==> config.mk <==
export PLATFORM = sky130hd
export DESIGN_NAME = writeback_unit
export DESIGN_NICKNAME = d
export VERILOG_FILES = /design/src/rtl/my_pkg.sv /design/src/rtl/wb_fifo.sv /design/src/rtl/writeback_unit.sv
export SDC_FILE = /design/constraint.sdc
export NUM_CORES = 1
export LEC_CHECK = 0
export ABC_AREA = 1
export CORE_ASPECT_RATIO = 0.5
export CORE_MARGIN = 2
export CORE_UTILIZATION = 44
export CTS_BUF_LIST = sky130_fd_sc_hd__clkbuf_8
export CTS_CLUSTER_SIZE = 24
export DETAILED_ROUTE_END_ITERATION = 12
export GPL_ROUTABILITY_DRIVEN = 0
export GPL_TIMING_DRIVEN = 0
export MAX_ROUTING_LAYER = met4
export PLACE_DENSITY = 0.78
export RECOVER_POWER = 25
export SLEW_MARGIN = 10
export SYNTH_ARGS = -nofsm -noshare
export SYNTH_HDL_FRONTEND = slang
export SYNTH_SLANG_ARGS = --single-unit
==> constraint.sdc <==
create_clock -name clk -period 10.1 [get_ports clk]
set_input_delay 3.03 -clock clk [delete_from_list [all_inputs] [get_ports clk]]
set_output_delay 3.03 -clock clk [all_outputs]
set_load 0.1 [all_outputs]
==> src/rtl/my_pkg.sv <==
// rtl/my_pkg.sv - shared defaults and types for the writeback unit
// Purpose: default sizing, source index names and the buffered entry layout
// used by writeback_unit and wb_fifo. No ports.
package my_pkg;

   localparam int NUM_SRC_DEF = 4;
   localparam int DEPTH_DEF   = 2;

   typedef enum logic [1:0] {
      SRC_BYPASS = 2'd0,
      SRC_LOGIC  = 2'd1,
      SRC_SHIFT  = 2'd2,
      SRC_ADDER  = 2'd3
   } src_idx_t;

   typedef struct packed {
      logic [4:0]  rd;
      logic [31:0] data;
   } wb_entry_t;

endpackage

==> src/rtl/wb_fifo.sv <==
// rtl/wb_fifo.sv - per-source result buffer for the writeback unit
// Purpose: DEPTH-entry FIFO of {rd, data} results.
// Ports:
//   clk, reset (sync, active-low)  - clock and reset
//   flush                          - empty the buffer; same-cycle push/pop ignored
//   push, push_entry               - enqueue (caller guarantees count < DEPTH)
//   pop                            - dequeue head (caller guarantees count > 0)
//   head_entry                     - oldest buffered entry
//   count                          - registered occupancy, 0..DEPTH
module wb_fifo
   import my_pkg::*;
#(
   parameter int DEPTH = DEPTH_DEF
) (
   input  logic                           clk,
   input  logic                           reset,
   input  logic                           flush,
   input  logic                           push,
   input  wb_entry_t                      push_entry,
   input  logic                           pop,
   output wb_entry_t                      head_entry,
   output logic [$clog2(DEPTH+1)-1:0]     count
);

   localparam int AW = (DEPTH > 1) ? $clog2(DEPTH) : 1;
   localparam int CW = $clog2(DEPTH + 1);

   wb_entry_t     mem_q [DEPTH];
   wb_entry_t     mem_d [DEPTH];
   logic [AW-1:0] wr_ptr_q, wr_ptr_d;
   logic [AW-1:0] rd_ptr_q, rd_ptr_d;
   logic [CW-1:0] count_q, count_d;

   function automatic logic [AW-1:0] wrap_inc(input logic [AW-1:0] p);
      return (p == AW'(DEPTH - 1)) ? '0 : p + AW'(1);
   endfunction

   always_comb begin
      mem_d    = mem_q;
      wr_ptr_d = wr_ptr_q;
      rd_ptr_d = rd_ptr_q;
      count_d  = count_q;
      if (flush) begin
         wr_ptr_d = '0;
         rd_ptr_d = '0;
         count_d  = '0;
      end else begin
         if (push) begin
            mem_d[wr_ptr_q] = push_entry;
            wr_ptr_d        = wrap_inc(wr_ptr_q);
         end
         if (pop) begin
            rd_ptr_d = wrap_inc(rd_ptr_q);
         end
         // push and pop together leave the occupancy unchanged
         count_d = count_q + CW'(push) - CW'(pop);
      end
   end

   always_ff @(posedge clk) begin
      if (!reset) begin
         wr_ptr_q <= '0;
         rd_ptr_q <= '0;
         count_q  <= '0;
      end else begin
         wr_ptr_q <= wr_ptr_d;
         rd_ptr_q <= rd_ptr_d;
         count_q  <= count_d;
      end
   end

   // Storage needs no reset: pointers and count define what is valid.
   always_ff @(posedge clk) begin
      mem_q <= mem_d;
   end

   assign head_entry = mem_q[rd_ptr_q];
   assign count      = count_q;

endmodule

==> src/rtl/writeback_unit.sv <==
// rtl/writeback_unit.sv - buffered round-robin register-file writeback
// Purpose: collects results from NUM_SRC execution units into per-source
// FIFOs and retires one per cycle to the register file.
// Ports:
//   clk, reset (sync, active-low), flush (squash all buffered results)
//   src_valid/src_rd/src_result - per-source result offer
//   src_ready                   - per-source accept, from registered occupancy
//   rf_we/rf_addr/rf_data       - registered register-file write port
//   busy                        - some buffer holds a result
module writeback_unit
   import my_pkg::*;
#(
   parameter int NUM_SRC = NUM_SRC_DEF,
   parameter int DEPTH   = DEPTH_DEF
) (
   input  logic                      clk,
   input  logic                      reset,
   input  logic                      flush,
   input  logic [NUM_SRC-1:0]        src_valid,
   input  logic [NUM_SRC-1:0][4:0]   src_rd,
   input  logic [NUM_SRC-1:0][31:0]  src_result,
   output logic [NUM_SRC-1:0]        src_ready,
   output logic                      rf_we,
   output logic [4:0]                rf_addr,
   output logic [31:0]               rf_data,
   output logic                      busy
);

   localparam int PW = (NUM_SRC > 1) ? $clog2(NUM_SRC) : 1;
   localparam int CW = $clog2(DEPTH + 1);

   logic [CW-1:0]      count [NUM_SRC];
   wb_entry_t          head  [NUM_SRC];
   logic [NUM_SRC-1:0] push;
   logic [NUM_SRC-1:0] pop;

   logic [PW-1:0] ptr_q, ptr_d;
   logic [PW-1:0] grant_idx, arb_cand;
   logic          grant_found, grant;

   logic          rf_we_q, rf_we_d;
   logic [4:0]    rf_addr_q, rf_addr_d;
   logic [31:0]   rf_data_q, rf_data_d;

   for (genvar i = 0; i < NUM_SRC; i++) begin : g_src
      wb_entry_t push_entry;

      assign src_ready[i] = (count[i] < CW'(DEPTH));
      // x0 results complete the handshake but are never buffered
      assign push[i]      = src_valid[i] & src_ready[i] & (src_rd[i] != 5'd0);
      assign push_entry   = '{rd: src_rd[i], data: src_result[i]};

      wb_fifo #(.DEPTH(DEPTH)) u_fifo (
         .clk        (clk),
         .reset      (reset),
         .flush      (flush),
         .push       (push[i]),
         .push_entry (push_entry),
         .pop        (pop[i]),
         .head_entry (head[i]),
         .count      (count[i])
      );
   end

   // Search starts at ptr and wraps; first non-empty FIFO wins.
   always_comb begin
      grant_found = 1'b0;
      grant_idx   = '0;
      arb_cand    = '0;
      for (int k = 0; k < NUM_SRC; k++) begin
         arb_cand = PW'((int'(ptr_q) + k) % NUM_SRC);
         if (!grant_found && (count[arb_cand] != '0)) begin
            grant_found = 1'b1;
            grant_idx   = arb_cand;
         end
      end
   end

   assign grant = grant_found & ~flush;

   always_comb begin
      pop = '0;
      if (grant) begin
         pop[grant_idx] = 1'b1;
      end
   end

   always_comb begin
      ptr_d     = ptr_q;
      rf_we_d   = grant;
      rf_addr_d = rf_addr_q;
      rf_data_d = rf_data_q;
      if (grant) begin
         ptr_d     = (grant_idx == PW'(NUM_SRC - 1)) ? '0 : grant_idx + PW'(1);
         rf_addr_d = head[grant_idx].rd;
         rf_data_d = head[grant_idx].data;
      end
   end

   always_comb begin
      busy = 1'b0;
      for (int k = 0; k < NUM_SRC; k++) begin
         busy = busy | (count[k] != '0);
      end
   end

   always_ff @(posedge clk) begin
      if (!reset) begin
         ptr_q     <= '0;
         rf_we_q   <= 1'b0;
         rf_addr_q <= '0;
         rf_data_q <= '0;
      end else begin
         ptr_q     <= ptr_d;
         rf_we_q   <= rf_we_d;
         rf_addr_q <= rf_addr_d;
         rf_data_q <= rf_data_d;
      end
   end

   assign rf_we   = rf_we_q;
   assign rf_addr = rf_addr_q;
   assign rf_data = rf_data_q;

endmodule
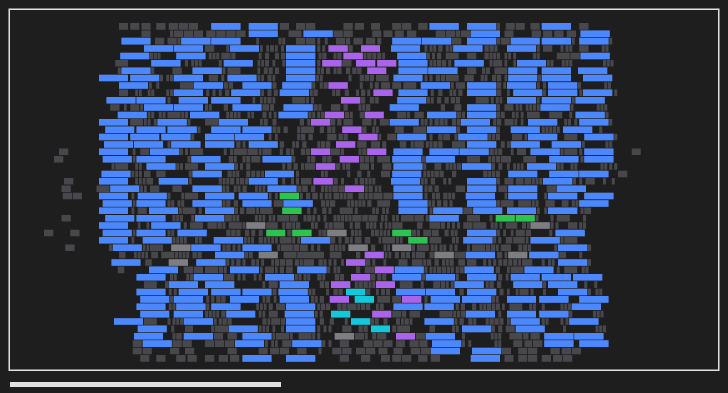
run_1/registers.png
Scale bar: 100 um. Other sequential cells in the stronger gray, the rest of the logic in the fainter gray.
- blue: g_src.u_fifo.mem_q (sequential cells 296)
- purple: rf_data (sequential cells 32; where a vertical strip down the middle)
- green: g_src.u_fifo.count (sequential cells 8; where center)
- cyan: rf_addr (sequential cells 5; where south)
- not colored: 11
flop share of the area: 54.6%
sequential group power: 1.77 mW
FF/Latch Area: 10,000 um2
Final Util: 57.1%

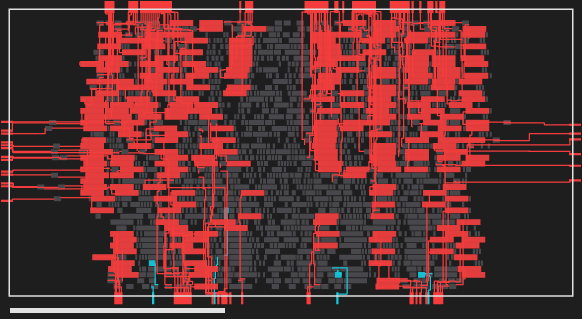
run_1/port_nets.png
Scale bar: 100 um.
- red: src_result (direction input; end cells 256; buffers 128; wire 6,720 um)
- cyan: src_valid (direction input; end cells 5; buffers 4; wire 104 um)
port buffer count: 196
I/O Pins: 198

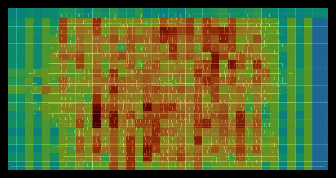
run_1/final_congestion.png
global-route usage over all layers: 22.5%
global-route track usage on met2: 36.0%

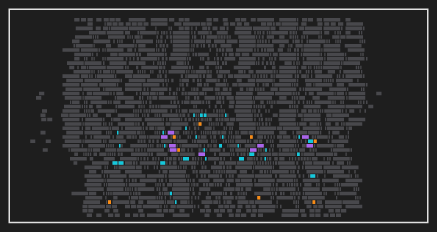
run_1/gate_families.png
- purple: adder and majority cells (cells 9; most used ha_1)
- orange: AND and OR gates (cells 8; most used or2_2)
- cyan: NOR gates (cells 29; most used nor2_1)

==> run notes, run 1 <==
The minimum period implied by the final worst setup slack works out to 6.01 ns. The post-synth count of flops with an enable pin is 296. Main kind of combinational logic by area: simple AND/OR/NAND/NOR gates. Hold-check failures listed in the final report amount to 0. The run gives 20 for the number of cells on the worst reg-to-reg path. Category of the worst setup path capture point: an output pin.

Wire segments on met3 add up to 2980 um in the final route. The tally of yosys warning messages is 0. The length of routed wiring on met1 is 15,700 um, and the synthesized flop and latch total is 352. The synthesized design spends more area on one cell type than any other, namely edfxtp_1. The total overflow left after global routing is 0.

For the source-to-sink clock delay at the later pin of the worst-skew pair, the log shows 0.57 ns. For met3 alone, demand over resource in global routing was 4.31%. The OpenROAD report gives the critical path a data arrival time of 2.98 ns. For met1 alone, demand over resource in global routing was 29.0%.

The buffer levels on the longest clock path came out at 3. In the post-route report, total wirelength is listed as 37,800 um. With the detailed-route via count at 11.0k, the synthesized instance count is 1,397. The most congested layer reported by global routing is met2.

Counting the buffers created by CTS gives 50. The logs give 7.07 ns for the required time reported for the critical path endpoint and 1,397 for the number of standard cells reported by yosys. In this run the maximum-capacitance check reported violations numbering 0. In the synthesized netlist, mux cells make up 0% of the area.

The final layout contains 1,833 nets. In this run, the synthesized area fraction spent on and/or/nand/nor cells is recorded as 23.1%. Setup repair after global routing left no endpoint under its margin. The run gives 26 for the number of warning messages in the logs.

The tools report the number of antenna violations at the first check in global routing as 16. TritonCTS built the clock tree. The registers of the reported paths see a clock transition of 0.07 ns. The library cell used most frequently in the layout, excluding fill and tap cells, is nand2_1. The detailed router reports a met2 wire length of 18,200 um. The end point of the critical path was busy. In the routed design, unresolved DRC markers number 0. The flow ran to the end, and the final reports show no timing, DRC or antenna violations. The die span in x is 261 um, and the count of standard-cell rows is 46. In this run, post-CTS repair resized a total of 0 instances. In the final layout, the multi-input gates occupy 4040 um2. Based on the critical path, the design can be clocked at up to 166 MHz.
-- run 1: registers in the layout (all words and copies together), names as in the netlist --
signal,flops
g_src.u_fifo.count,8
g_src.u_fifo.mem_q,296
g_src.u_fifo.rd_ptr_q,4
g_src.u_fifo.wr_ptr_q,4
ptr_q,2
rf_addr,5
rf_data,32
rf_we,1
-- run 1: area by class of cell --
cell class                      count  share of cell area, %
Sequential cell                   352                   54.6
Clock buffer                       63                   4.73
Multi-Input combinational cell    930                   22.0
Clock inverter                     31                  0.655
Tap cell                          432                   2.95
Antenna cell                       13                  0.177
Buffer                             79                   2.15
Inverter                           36                  0.737
Timing Repair Buffer              220                   12.0
-- run 1: metrics by stage --
stage	area (um2)	util, %	total power [mW]	hold WS [ns]	std cells
6_report	18300	57.1	5.92	0.490	2156
5_1_grt	18300	57.1	6.26	0.510	2155
4_1_cts	18300	57.0	5.88	0.481	2143
3_5_place_dp	17300	53.9	4.81	0.472	2049
3_3_place_gp	17000	53.1	4.75	0.446	2025
2_1_floorplan	14500	-	3.86	0.436	1397
-- run 1: logic make-up (layout without fill, tap and decap cells) --
kind of cell	Yosys count	after routing
compound gates	97	97
flops	352	352
buf+inv	115	429
other cells	0	13
fa+ha+maj	9	9
simple gates	820	820
xor+xnor	4	4
-- run 1: critical path: stages, from the launching register on --
cell and delay, ns:
dfxtp_1 0.33, inv_1 0.25, nand2_1 0.12, nand2_1 0.07
nand2_1 0.11, nor2_2 0.18, nand2_1 0.08, nor2_2 0.22
inv_1 0.08, clkdlybuf4s50_1 0.98
-- run 1: how the worst min path moves through the flow --
stage               slack [ns]                       end  cells after the start                     start
floorplan                 0.44  g_src[3].u_fifo.wr_ptr_q                      2  g_src[3].u_fifo.wr_ptr_q
global placement          0.45  g_src[3].u_fifo.wr_ptr_q                      2  g_src[3].u_fifo.wr_ptr_q
detailed placement        0.47  g_src[3].u_fifo.wr_ptr_q                      2  g_src[3].u_fifo.wr_ptr_q
CTS                       0.48  g_src[3].u_fifo.wr_ptr_q                      2  g_src[3].u_fifo.wr_ptr_q
global route              0.51  g_src[3].u_fifo.wr_ptr_q                      2  g_src[3].u_fifo.wr_ptr_q
finish                    0.49  g_src[3].u_fifo.wr_ptr_q                      2  g_src[3].u_fifo.wr_ptr_q
-- run 1: power breakdown --
| group | total [mW] | leakage [nW] | internal (mW) | switching (mW) |
|---|---|---|---|---|
| Clock | 1.08 | 0.606 | 0.560 | 0.520 |
| Combinational | 3.07 | 3.60 | 0.879 | 2.19 |
| Sequential | 1.77 | 3.18 | 1.71 | 0.0547 |
-- run 1: synthesized netlist by cell type (8+ instances only) --
| library cell | number |
|---|---|
| inv_1 | 31 |
| dfxtp_1 | 56 |
| nor2_1 | 17 |
| o21ai_0 | 43 |
| nor3_1 | 8 |
| nand2_1 | 614 |
| buf_4 | 8 |
| buf_2 | 18 |
| nand3_1 | 158 |
| edfxtp_1 | 296 |
| buf_1 | 10 |
| a21oi_1 | 51 |
| ha_1 | 9 |
| clkbuf_1 | 37 |
## Run 2: what changed since run 1
==> constraint.sdc (replaced) <==
create_clock -name clk -period 5.94 [get_ports clk]
set_input_delay 1.782 -clock clk [delete_from_list [all_inputs] [get_ports clk]]
set_output_delay 1.782 -clock clk [all_outputs]
set_load 0.1 [all_outputs]
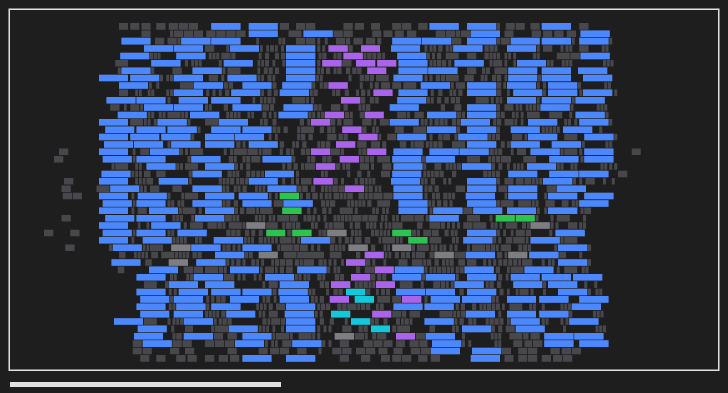
run_2/registers.png
Scale bar: 100 um. Other sequential cells in the stronger gray, the rest of the logic in the fainter gray.
- cyan: rf_addr (sequential cells 5; where south)
- green: g_src.u_fifo.count (sequential cells 8; where center)
- blue: g_src.u_fifo.mem_q (sequential cells 296)
- purple: rf_data (sequential cells 32; where a vertical strip down the middle)
- not colored: 11
sequential group power: 3.00 mW

==> run 2 against run 1 <==
Against the previous run:
- sequential power grew 69%
- power grew 70%
- register-to-register slack lost 4.2 ns
- first-iteration DRC count is the same
- clock skew is the same
- sequential share of layout area is the same
- global-route usage is the same
- clock power grew about 70%
- count of clock-buffer cells in the layout is the same
- combinational power grew about 70%
==> run notes, run 2 <==
The count of buffers added on input and output ports is 196. The DRC violation count after routing was 0; the synthesized flop and latch total was 352. Of the total power, registers draw 29.8%. The run gives 5.36 mW for the internal power component.

Setup repair after global routing left no endpoint under its margin. CTS added clock buffers totalling 50. Per the timing report, the achievable frequency comes out to 210 MHz.

By count the netlist is led by 614 x nand2_1, 296 x edfxtp_1, 158 x nand3_1. For the top-level port count, the log shows 198. For reference, the placement row count at floorplan is 46. Category of the worst setup path capture point: an output pin.

According to the timing report, the data required time at the worst endpoint equals 4.16 ns. Dominant cell by count in the synthesized netlist: nand2_1. Commonest register cell after synthesis: edfxtp_1. In this run, the combinational gates consume 51.9% of the power.

The run finished with clean final reports. Ranked by flip-flop count, first place goes to g_src.u_fifo.mem_q. The final number of hold-violating endpoints was 0; the number of flip-flops in the largest register was 296. Clock transition time at the flip-flop clock pins of the worst setup and hold paths: 0.07 ns. After synthesis, flip-flops and latches occupy 68.9% of the total area.

The run gives 2.98 ns as the data arrival time of the critical path. TritonCTS built the clock tree. In this run the maximum-capacitance check reported violations numbering 0. Net switching fraction of the power: 46.8%. Global routing used 22.5% of the available tracks across all layers. The net count after synthesis is 1,561. Yosys stat counts 1,397 cells in the synthesized netlist. The worst setup path is of the flop to output pin kind.

Hold analysis shows the worst path with a depth of 2. Total iterations of the first detailed-routing run: 6. The cell area after placement is 17,300 um2, and the final cell area excluding filler cells is 18,300 um2. With the synthesized instance count at 1,397, the post-synth tally of flip-flops with integrated enable is 296.

The number of gates given a new drive strength after cts is 0. Per the synthesis report, the dominant area consumer among library cells is edfxtp_1. At the end of the flow, the number of nets in the layout was 1,833.

The clock passes through at most 3 buffers. As reported, the later end of the worst-skew pair has a clock insertion delay of 0.57 ns. Of the post-synthesis cell area, the dominant cell type holds 61.1%. The run gives 0 for the number of endpoints failing setup at the final stage. The minimum period implied by the final worst setup slack was 4.76 ns.

Counting the warning lines in the Yosys log gives 0. The routed layout has 11.0k vias. The power report attributes to the clock group a share of 18.2%. The number of antenna violations at the first check in global routing was 16; the core region area was 32,100 um2.

The first global-routing pass estimated 57,400 um of wire. Measured along the x axis, the die boundary spans 261 um. For the worst flop-to-flop path, the logic depth is 20.

Per the cell usage report, the commonest logic cell in the layout is nand2_1. The tool warning count for the run is 26.
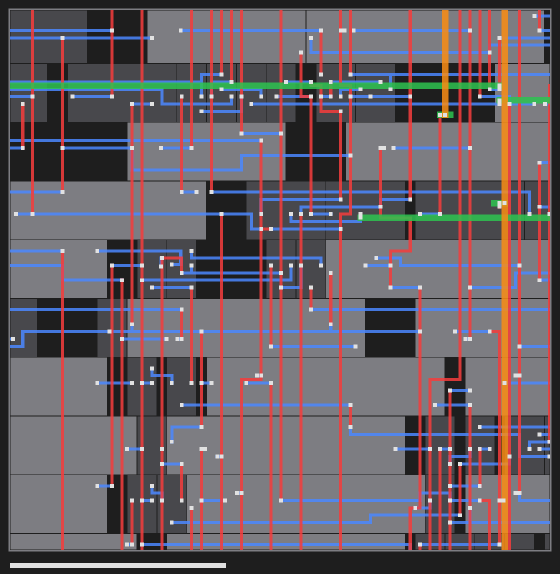
run_2/zoom.png
Scale bar: 10 um. Region (53, 21) to (78, 46) um. Cells in gray, sequential cells in the stronger gray; small squares are vias.
- green: met3
- orange: met4
- red: met2
- blue: met1
- cells with their middle in the window: 39
- netlist names of flops here include: g_src.u_fifo.mem_q (10)
- sequential cells in the window: 12
- most frequent: nand2_1 (15), edfxtp_1 (10), clkbuf_8 (3)

run 2: per-stage QoR:
| step | cells | setup TNS [ns] | power (mW) | hold slack [ns] | utilization (%) |
|---|---|---|---|---|---|
| CTS | 2143 | 0 | 10.0 | 0.481 | 57.0 |
| finish | 2156 | 0 | 10.1 | 0.490 | 57.1 |
| global route | 2155 | 0 | 10.6 | 0.510 | 57.1 |
| floorplan | 1397 | 0 | 6.56 | 0.436 | - |
| detailed placement | 2049 | 0 | 8.18 | 0.472 | 53.9 |
| global placement | 2025 | -300.01 | 8.07 | 0.446 | 53.1 |
run 2: layout make-up:
type,count,area [um2],share of cell area [%]
Tap cell,432,541,2.95
Sequential cell,352,10000,54.6
Clock inverter,31,120,0.655
Inverter,36,135,0.737
Multi-Input combinational cell,930,4040,22.0
Timing Repair Buffer,220,2190,12.0
Buffer,79,394,2.15
Clock buffer,63,867,4.73
Antenna cell,13,32.5,0.177
run 2: worst max-delay path, stage by stage (launching register included):
cell	delay [ns]
dfxtp_1	0.33
inv_1	0.25
nand2_1	0.12
nand2_1	0.07
nand2_1	0.11
nor2_2	0.18
nand2_1	0.08
nor2_2	0.22
inv_1	0.08
clkdlybuf4s50_1	0.98
run 2: per-layer routing:
layer / global-route usage [%] / up-vias / wire (um)
li1: - / 5306 / -
met1: 29.0 / 5139 / 15700
met2: 36.0 / 444 / 18200
met3: 4.31 / 69 / 2980
met4: 7.51 / 0 / 956
met5: - / - / 0
run 2: cell families after synthesis:
logic type | count (synthesis) | share of synthesized area, %
and+or+nand+nor | 820 | 23.1
DFF | 352 | 68.9
AOI/OAI and AO/OA | 97 | 3.42
xor gates and xnor gates | 4 | 0.241
adders and majority gates | 9 | 0.775
buffers and inverters | 115 | 3.64
run 2: final timing paths:
kind	start	endpoint	slack (ns)
worst max-delay path	g_src[1].u_fifo.count[1]	busy	1.18
worst min-delay path	g_src[3].u_fifo.wr_ptr_q	g_src[3].u_fifo.wr_ptr_q	0.49
worst max register to register	g_src[1].u_fifo.count[1]	g_src[3].u_fifo.count[1]	2.90
worst min register to register	g_src[3].u_fifo.wr_ptr_q	g_src[3].u_fifo.wr_ptr_q	0.49
run 2: power groups by stage:
stage          Combinational (mW)  Clock, mW  Sequential [mW]
5_1_grt                      5.66       1.96             3.02
4_1_cts                      5.14       1.86             3.00
3_3_place_gp                 5.01          0             3.06
2_1_floorplan                2.93          0             3.63
3_5_place_dp                 5.13          0             3.05
6_report                     5.22       1.84             3.00
run_2/final_congestion.png
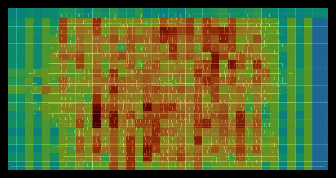

## Run 3: what changed since run 2
--- a/config.mk
+++ b/config.mk
@@ -15,7 +15,7 @@
 export GPL_ROUTABILITY_DRIVEN = 0
 export GPL_TIMING_DRIVEN = 0
 export MAX_ROUTING_LAYER = met4
-export PLACE_DENSITY = 0.78
+export PLACE_DENSITY = 0.81
 export RECOVER_POWER = 25
 export SLEW_MARGIN = 10
 export SYNTH_ARGS = -nofsm -noshare
==> constraint.sdc (replaced) <==
create_clock -name clk -period 4.3 [get_ports clk]
set_input_delay 1.29 -clock clk [delete_from_list [all_inputs] [get_ports clk]]
set_output_delay 1.29 -clock clk [all_outputs]
set_load 0.1 [all_outputs]
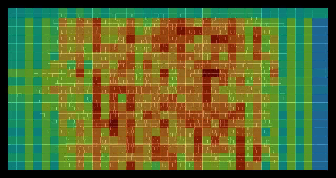
run_3/final_congestion.png
met1 track demand over resource in global routing: 29.5%
global-route usage over all layers: 23.0%
detail-routed net length per standard cell: 18.0 um
Final Util: 56.8%

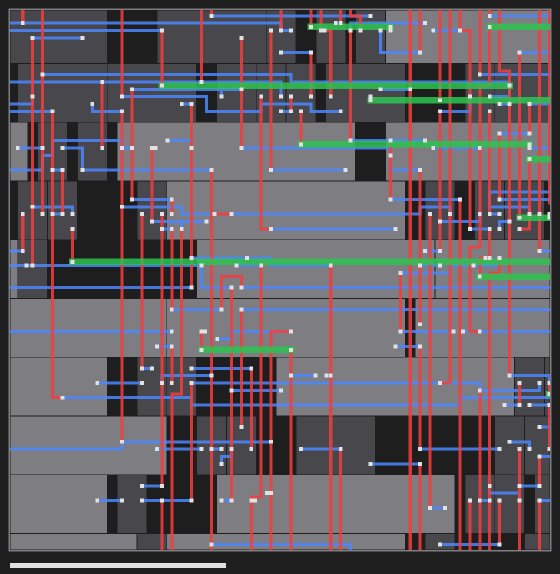
run_3/zoom.png
Scale bar: 10 um. Region (53, 21) to (78, 46) um. Cells in gray, sequential cells in the stronger gray; small squares are vias.
- green: met3
- red: met2
- blue: met1
- sequential cells in the window: 11
- cells with their middle in the window: 44
- netlist names of flops here include: g_src.u_fifo.mem_q (11)
- most frequent: nand2_1 (20), edfxtp_1 (11), clkbuf_8 (3)

==> run 3 against run 2 <==
Against the previous run:
- sequential share of layout area increased by 0.24 points
- largest power group unchanged
- via count increased by 0.89%
- critical path type unchanged
- non-clock buffer count decreased by 2
- synthesized area unchanged
- first-iteration DRC count decreased by 16%
- final cell count about the same
- combinational power increased by 39%
- highest routed layer unchanged
==> run notes, run 3 <==
The run finished with clean final reports. In the routed design, unresolved DRC markers number 0. At the pin with the least slew margin, the transition time is 1.07 ns. The die span in x was 261 um.

According to the timing report, the data required time at the worst endpoint equals 3.01 ns. The buffer levels on the longest clock path is 3. Gates resized during post-CTS repair numbered 0.

By count the netlist is led by 614 x nand2_1, 296 x edfxtp_1, 158 x nand3_1. The registers of the reported paths see a clock transition of 0.07 ns. The tally of yosys warning messages was 0; the maximum number of pins on one net before global-route repair was 23.

TritonCTS built the clock tree. The post-route netlist has 7.97% of its cells at a drive strength greater than 1. The dominant cell by count in the synthesized netlist is nand2_1. The worst register-to-register path begins at g_src[1].u_fifo.count[1].

Measured in cells, the most critical reg-to-reg path has a length of 20. In this run the critical register-to-register path is captured at g_src[3].u_fifo.count[1]. The sequential area share after synthesis is 68.9%. With the number of warning messages in the logs at 27, the number of endpoints failing setup at the final stage is 0. For flop-to-flop paths, the worst setup slack is 1.23 ns.

The post-synth register bit count is 352. Buffers added to address setup during post-CTS repair amount to 0. The final sum of negative setup slack was 0 ns.

After floorplanning, the core was sized to cover 32,100 um2. By startpoint and endpoint, the worst setup path is classified as flop to output pin. The run gives 2,047 as the post-placement cell count.

The area share of the largest cell type after synthesis works out to 61.1%. Setup repair after global routing left no endpoint under its margin. The total power consumption of the routed design is 13.7 mW. The number of cells on the worst hold path was 2; the number of nets at floorplan was 1,561. The commonest register cell after synthesis is edfxtp_1. Data arrives at the worst endpoint at 2.46 ns. The run gives 0 for the tally of max-capacitance violations. The routed design could run at a clock period as short as 3.75 ns. For the achievable frequency, the log shows 267 MHz.

The category of the worst setup path capture point is an output pin. Number of flip-flops in the largest register: 296. The synthesis report gives the async set-or-reset register share as 0%. The final net count came out at 1,831.

The run gives 5 for the total iterations of the first detailed-routing run. The tools report the source-to-sink clock delay at the later pin of the worst-skew pair as 0.59 ns. The endpoint of the worst hold path is g_src[3].u_fifo.wr_ptr_q. Most common logic cell in the routed design: nand2_1. 198 I/O pins were placed. During placement, the flow inserted port buffers numbering 196. The final number of hold-violating endpoints came out at 0. After the flow finishes, the layout carries non-filler instances totaling 2,154.

For the synthesized instance count, the log shows 1,397. The overflow left after global routing came out at 0. The report lists the number of standard-cell rows as 46. With the number of antenna violations at the first check in global routing at 14, the first-pass GRT wire length is 58,900 um.
## run 3: cell count changes in the layout (fill, tap and decap cells not counted), sizes merged
cell	previous run	this run
clkinvlp	0	1
inv	61	59
buf	66	64
dlygate4sd3	89	88
dlymetal6s2s	0	1
diode	13	15
clkbuf	100	89
clkinv	6	16
## run 3: logic make-up (layout without fill, tap and decap cells)
kind of cell	after synthesis	in the layout	synth area share, %
adders and majority gates	9	9	0.775
DFF	352	352	68.9
and+or+nand+nor	820	820	23.1
buffers and inverters	115	425	3.64
xor gates and xnor gates	4	4	0.241
AOI/OAI and AO/OA	97	97	3.42
other	0	15	0
## run 3: layout make-up
type                            instances  area, um2
Clock inverter                         40        156
Timing Repair Buffer                  218       2210
Buffer                                 79        394
Tap cell                              432        541
Antenna cell                           15       37.5
Multi-Input combinational cell        930       4050
Sequential cell                       352      10000
Fill cell                            2583      13900
Inverter                               36        135
Clock buffer                           52        716
## run 3: critical path, cell delays in order (launching register included)
cell	delay (ns)
dfxtp_1	0.35
inv_1	0.16
nand2_1	0.14
nand2_1	0.07
nand2_1	0.14
nor2_2	0.08
nand2_1	0.08
nor2_2	0.06
inv_1	0.05
dlymetal6s2s_1	0.74
## run 3: how the worst max path moves through the flow
| stage | start | endpoint | slack (ns) | cells after the start |
|---|---|---|---|---|
| 2_1_floorplan | src_rd[3] | g_src[0].u_fifo.mem_q[0] | -0.39 | 3 |
| 3_3_place_gp | src_rd[4] | g_src[0].u_fifo.mem_q[59] | -2.42 | 4 |
| 3_5_place_dp | src_rd[7] | g_src[1].u_fifo.mem_q[54] | -0.001 | 7 |
| 4_1_cts | g_src[1].u_fifo.count[1] | busy | 0.04 | 9 |
| 5_1_grt | g_src[1].u_fifo.count[1] | busy | 0.39 | 9 |
| 6_report | g_src[1].u_fifo.count[1] | busy | 0.55 | 9 |
## run 3: per-layer routing
metal / track usage [%] / vias up / share of wire (%)
met2: 37.5 / 506 / 49
met1: 29.5 / 5184 / 41
met3: 4.35 / 68 / 8.0
li1: - / 5297 / -
met5: - / - / 0
met4: 6.53 / 0 / 2.5
## run 3: power by group
group | internal, mW | switching, mW
combinational | 2.07 | 5.17
clock | 1.12 | 1.22
sequential | 4.02 | 0.129
## run 3: per-stage QoR
step                setup WS, ns  util [%]  hold WS (ns)  area [um2]
floorplan                 -0.392         -         0.447       14500
global placement           -2.42      53.1         0.457       17000
detailed placement      -0.00131      54.0         0.496       17300
CTS                       0.0423      56.7         0.501       18200
global route               0.389      56.8         0.541       18200
finish                     0.550      56.8         0.505       18300
No activity file was given, so power comes from the tool's default toggle rates.
